==> images/final_congestion.png <==
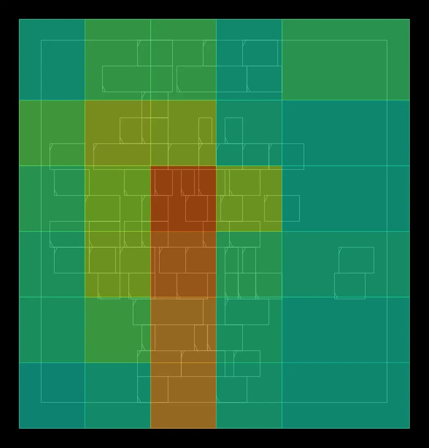
==> images/port_nets.png <==
Bar = 10 um.
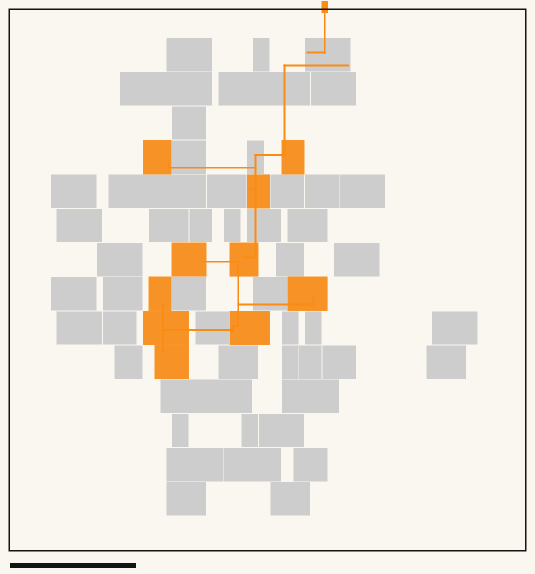
==> images/cell_classes.png <==
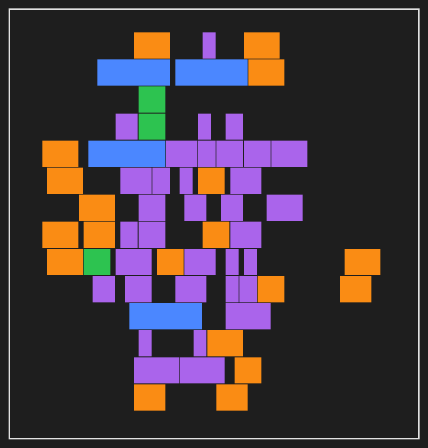
File: src/rtl/moore_seq_pkg.sv
// Shared encodings for the Moore ring/bounce sequencer.
//   mode_e : RING (wrap-around) or BOUNCE (ping-pong between the ends)
//   dir_e  : effective step direction, UP = towards out[WIDTH-1]
package moore_seq_pkg;

    typedef enum logic {
        MODE_RING   = 1'b0,
        MODE_BOUNCE = 1'b1
    } mode_e;

    typedef enum logic {
        DIR_DOWN = 1'b0,
        DIR_UP   = 1'b1
    } dir_e;

endpackage : moore_seq_pkg

File: src/rtl/moore_ring_sequencer_tick_divider.sv
// tick_divider: step-rate prescaler for the sequencer.
// Counts enabled cycles 0..PRESC-1 and raises tick (combinationally from
// the count and en) on the cycle whose edge completes the count. en=0
// freezes the count without clearing it.
// Ports:
//   clk   in  rising-edge clock
//   reset in  synchronous active-high, clears the count
//   clr   in  synchronous clear (position load), clears the count
//   en    in  count enable
//   tick  out high on the edge where the count wraps back to 0
module tick_divider #(
    parameter int PRESC = 1
) (
    input  logic clk,
    input  logic reset,
    input  logic clr,
    input  logic en,
    output logic tick
);

    // A 1-bit counter is kept even for PRESC=1; it simply never leaves 0.
    localparam int CW = (PRESC > 1) ? $clog2(PRESC) : 1;

    logic [CW-1:0] cnt_q;
    logic [CW-1:0] cnt_d;
    logic          at_end;

    assign at_end = (cnt_q == CW'(PRESC - 1));
    assign tick   = en && at_end;

    always_comb begin
        cnt_d = cnt_q;
        if (clr) begin
            cnt_d = '0;
        end else if (en) begin
            cnt_d = at_end ? '0 : cnt_q + CW'(1);
        end
    end

    always_ff @(posedge clk) begin
        if (reset) begin
            cnt_q <= '0;
        end else begin
            cnt_q <= cnt_d;
        end
    end

endmodule : tick_divider

File: src/rtl/moore_ring_sequencer.sv
// moore_ring_sequencer: one-hot position that steps across WIDTH outputs,
// either wrapping (RING, direction from direccion) or ping-ponging between
// the ends (BOUNCE, direction held in dir_q). All outputs come from
// registers only; there is no input-to-output combinational path.
// There is no valid/ready handshake: every output is valid on every cycle
// after reset, and inputs are sampled on every rising edge.
// Ports:
//   clk, reset         rising-edge clock, synchronous active-high reset
//   en                 step enable (also gates the prescaler)
//   direccion          RING step direction, 1 = up
//   mode               0 = RING, 1 = BOUNCE
//   load, load_pos     synchronous position load, clamped to WIDTH-1
//   out                one-hot decode of pos
//   pos                current position (state, binary)
//   dir_q              current effective direction (state, 1 = up)
//   wrap               one-cycle pulse after a wrap or bounce reversal
module moore_ring_sequencer
    import moore_seq_pkg::*;
#(
    parameter int WIDTH = 3,
    parameter int PRESC = 1
) (
    input  logic                     clk,
    input  logic                     reset,
    input  logic                     en,
    input  logic                     direccion,
    input  logic                     mode,
    input  logic                     load,
    input  logic [$clog2(WIDTH)-1:0] load_pos,
    output logic [WIDTH-1:0]         out,
    output logic [$clog2(WIDTH)-1:0] pos,
    output logic                     dir_q,
    output logic                     wrap
);

    localparam int PW = $clog2(WIDTH);
    localparam logic [PW-1:0] POS_MAX = PW'(WIDTH - 1);

    logic [PW-1:0] pos_q, pos_d;
    dir_e          dir_state_q, dir_state_d;
    logic          wrap_q, wrap_d;
    logic          tick;
    mode_e         mode_w;
    dir_e          dir_in;
    logic [PW-1:0] load_clamped;

    assign mode_w = mode_e'(mode);
    assign dir_in = dir_e'(direccion);

    // Extra bit so WIDTH itself is representable when WIDTH is a power of 2.
    assign load_clamped = ({1'b0, load_pos} >= (PW + 1)'(WIDTH)) ? POS_MAX : load_pos;

    tick_divider #(
        .PRESC (PRESC)
    ) u_tick_divider (
        .clk   (clk),
        .reset (reset),
        .clr   (load),
        .en    (en),
        .tick  (tick)
    );

    always_comb begin
        pos_d       = pos_q;
        dir_state_d = dir_state_q;
        wrap_d      = 1'b0;
        if (load) begin
            pos_d = load_clamped;
        end else if (mode_w == MODE_RING) begin
            // dir_q follows direccion every edge so a later switch to
            // BOUNCE starts from the most recent requested direction.
            dir_state_d = dir_in;
            if (tick) begin
                if (dir_in == DIR_UP) begin
                    pos_d  = (pos_q == POS_MAX) ? '0 : pos_q + PW'(1);
                    wrap_d = (pos_q == POS_MAX);
                end else begin
                    pos_d  = (pos_q == '0) ? POS_MAX : pos_q - PW'(1);
                    wrap_d = (pos_q == '0);
                end
            end
        end else if (tick) begin
            // Reversal moves off the end in the same step: no dwell.
            if (dir_state_q == DIR_UP && pos_q == POS_MAX) begin
                pos_d       = POS_MAX - PW'(1);
                dir_state_d = DIR_DOWN;
                wrap_d      = 1'b1;
            end else if (dir_state_q == DIR_DOWN && pos_q == '0) begin
                pos_d       = PW'(1);
                dir_state_d = DIR_UP;
                wrap_d      = 1'b1;
            end else if (dir_state_q == DIR_UP) begin
                pos_d = pos_q + PW'(1);
            end else begin
                pos_d = pos_q - PW'(1);
            end
        end
    end

    always_ff @(posedge clk) begin
        if (reset) begin
            pos_q       <= '0;
            dir_state_q <= DIR_UP;
            wrap_q      <= 1'b0;
        end else begin
            pos_q       <= pos_d;
            dir_state_q <= dir_state_d;
            wrap_q      <= wrap_d;
        end
    end

    assign out   = WIDTH'(1) << pos_q;
    assign pos   = pos_q;
    assign dir_q = dir_state_q;
    assign wrap  = wrap_q;

endmodule : moore_ring_sequencer
File: config.mk
export PLATFORM = sky130hd
export DESIGN_NAME = moore_ring_sequencer
export DESIGN_NICKNAME = d
export VERILOG_FILES = /design/src/rtl/moore_seq_pkg.sv /design/src/rtl/moore_ring_sequencer_tick_divider.sv /design/src/rtl/moore_ring_sequencer.sv
export SDC_FILE = /design/constraint.sdc
export NUM_CORES = 1
export LEC_CHECK = 0
export CAP_MARGIN = 20
export CORE_AREA = 2 2 39 41
export CTS_CLUSTER_SIZE = 8
export DETAILED_ROUTE_END_ITERATION = 16
export DIE_AREA = 0 0 41 43
export GPL_ROUTABILITY_DRIVEN = 0
export SLEW_MARGIN = 20
export SYNTH_ARGS = -nofsm -noshare
export SYNTH_HDL_FRONTEND = slang
export SYNTH_SLANG_ARGS = --single-unit
File: constraint.sdc
create_clock -name clk -period 1.7 [get_ports clk]
set_clock_uncertainty 0.05 [all_clocks]
set_input_delay 0.34 -clock clk [delete_from_list [all_inputs] [get_ports clk]]
set_output_delay 0.34 -clock clk [all_outputs]
set_load 0.02 [all_outputs]
==> flow_metrics.env <==
# physical design summary
export IMPL_path_buffers=1
export IMPL_synth_distinct_cells=24
export IMPL_via_per_inst=4.87
export IMPL_fa_ha_area_share_pct=11.6
export IMPL_finalWorstSetupSlack_ns=0.0668
export IMPL_aoi_share_pct=22.5
export IMPL_status="complete, no violations"
export IMPL_fp_coreArea_sq_um=1380
export IMPL_dp_hpwl_um=668
export IMPL_clockBufferDepth=2
export IMPL_slew_headroom_pct=76.7
export IMPL_slew_violations=0
export IMPL_end_kind="output pin"
export IMPL_vdd_drop_max_mv=0.265
export IMPL_drc_errors=0
export IMPL_cp_arrival_ns=1.24
export IMPL_hold_depth=2
export IMPL_start_kind="flop"
export IMPL_post_place_ws_ns=-0.0540
export IMPL_fp_dieW_um=41
export IMPL_worstMarginPinSlew_ns=0.341
export IMPL_placed_cells=73
export IMPL_drv_cap=0
export IMPL_top_logic_kind="simple AND/OR/NAND/NOR gates"
export IMPL_ys_flop_type="dfxtp_1"
export IMPL_final_cell_mix="clkdlybuf4s50_1 (10), buf_4 (5), dlygate4sd2_1 (4)"
export IMPL_dieArea_sq_um=1760
export IMPL_met3_usage_pct=3.14
export IMPL_drtAntennaViolNets=0
export IMPL_synth_cells=39
export IMPL_crit_family="buffers and inverters"
export IMPL_clk_pin_slew_worst_paths_ns=0.03
export IMPL_fin_area_sq_um=534
export IMPL_drt_met1_wl_um=369
export IMPL_top_area_cell="dfxtp_1"
export IMPL_ys_ff=4
export IMPL_grt_use_total_pct=11.2
export IMPL_top_area_share_pct=24.8
export IMPL_hold_violations=0
export IMPL_grt_pass1_wl_um=1390
export IMPL_critPathKind="reg -> out"
export IMPL_num_antenna_cells=0
export IMPL_finalCriticalPeriod_ns=1.63
export IMPL_hp_class="reg -> reg"
export IMPL_cts_buffers=3
export IMPL_async_reset_ff_share_pct=0
export IMPL_setup_viol=0
export IMPL_final_nets=73
export IMPL_cts_setup_buffers=0
export IMPL_ys_area_sq_um=323
export IMPL_top_cells_by_count="dfxtp_1 (4), ha_1 (3), inv_1 (3), mux2i_1 (3), nor2_1 (3)"
export IMPL_xor_share_pct=0
export IMPL_p_total_uw=371
export IMPL_min_to="dir_q"
export IMPL_path_cells="clkdlybuf4s50_1"
export IMPL_final_layout_size_suffix_gt1_share_pct=16.7
export IMPL_crit_path_start="dir_q"
export IMPL_dr_pass1_iters=2
export IMPL_critPathSlowestCell="clkdlybuf4s50_1"
export IMPL_io_buffers=14
export IMPL_vias=370
export IMPL_regToRegSetupSlack_ns=0.16
export IMPL_wl_met3_um=39
export IMPL_most_common_cell="dfxtp_1"
export IMPL_gr_total_overflow=0
## Picture notes: final_congestion.png
GR Layer Usage met1: 14.1%
wire length per cell: 10.6 um
fin util: 38.6%
GR Layer Usage met2: 17.5%

## Picture notes: port_nets.png
Orange shows load, direction input, end cells 10, buffers 1, wire 60.4 um.

## Picture notes: cell_classes.png
Orange shows other buffers and delay cells, cells 19. Purple shows all other logic, cells 34. Green shows cells driving clock nets, cells 3. Blue shows flip-flops, cells 4.

## flip-flops by register name, summed over array words and instances (netlist names)
register / cells
dir_q: 1
wrap: 1
pos: 2
## power breakdown
group / switching [mW] / internal (mW) / leakage (nW)
combinational: 0.0737 / 0.0743 / 0.190
sequential: 0.00651 / 0.103 / 0.0333
clock: 0.0351 / 0.0787 / 0.0138
total: 0.115 / 0.256 / 0.238
## final cells by class
type	instances	area (sq um)	share of cell area, %
Clock buffer	3	22.5	4.22
Inverter	3	11.3	2.11
Multi-Input combinational cell	31	226	42.4
Sequential cell	4	81.3	15.2
Tap cell	16	20.0	3.75
Timing Repair Buffer	19	173	32.3
Power and IR drop assume default switching activity.
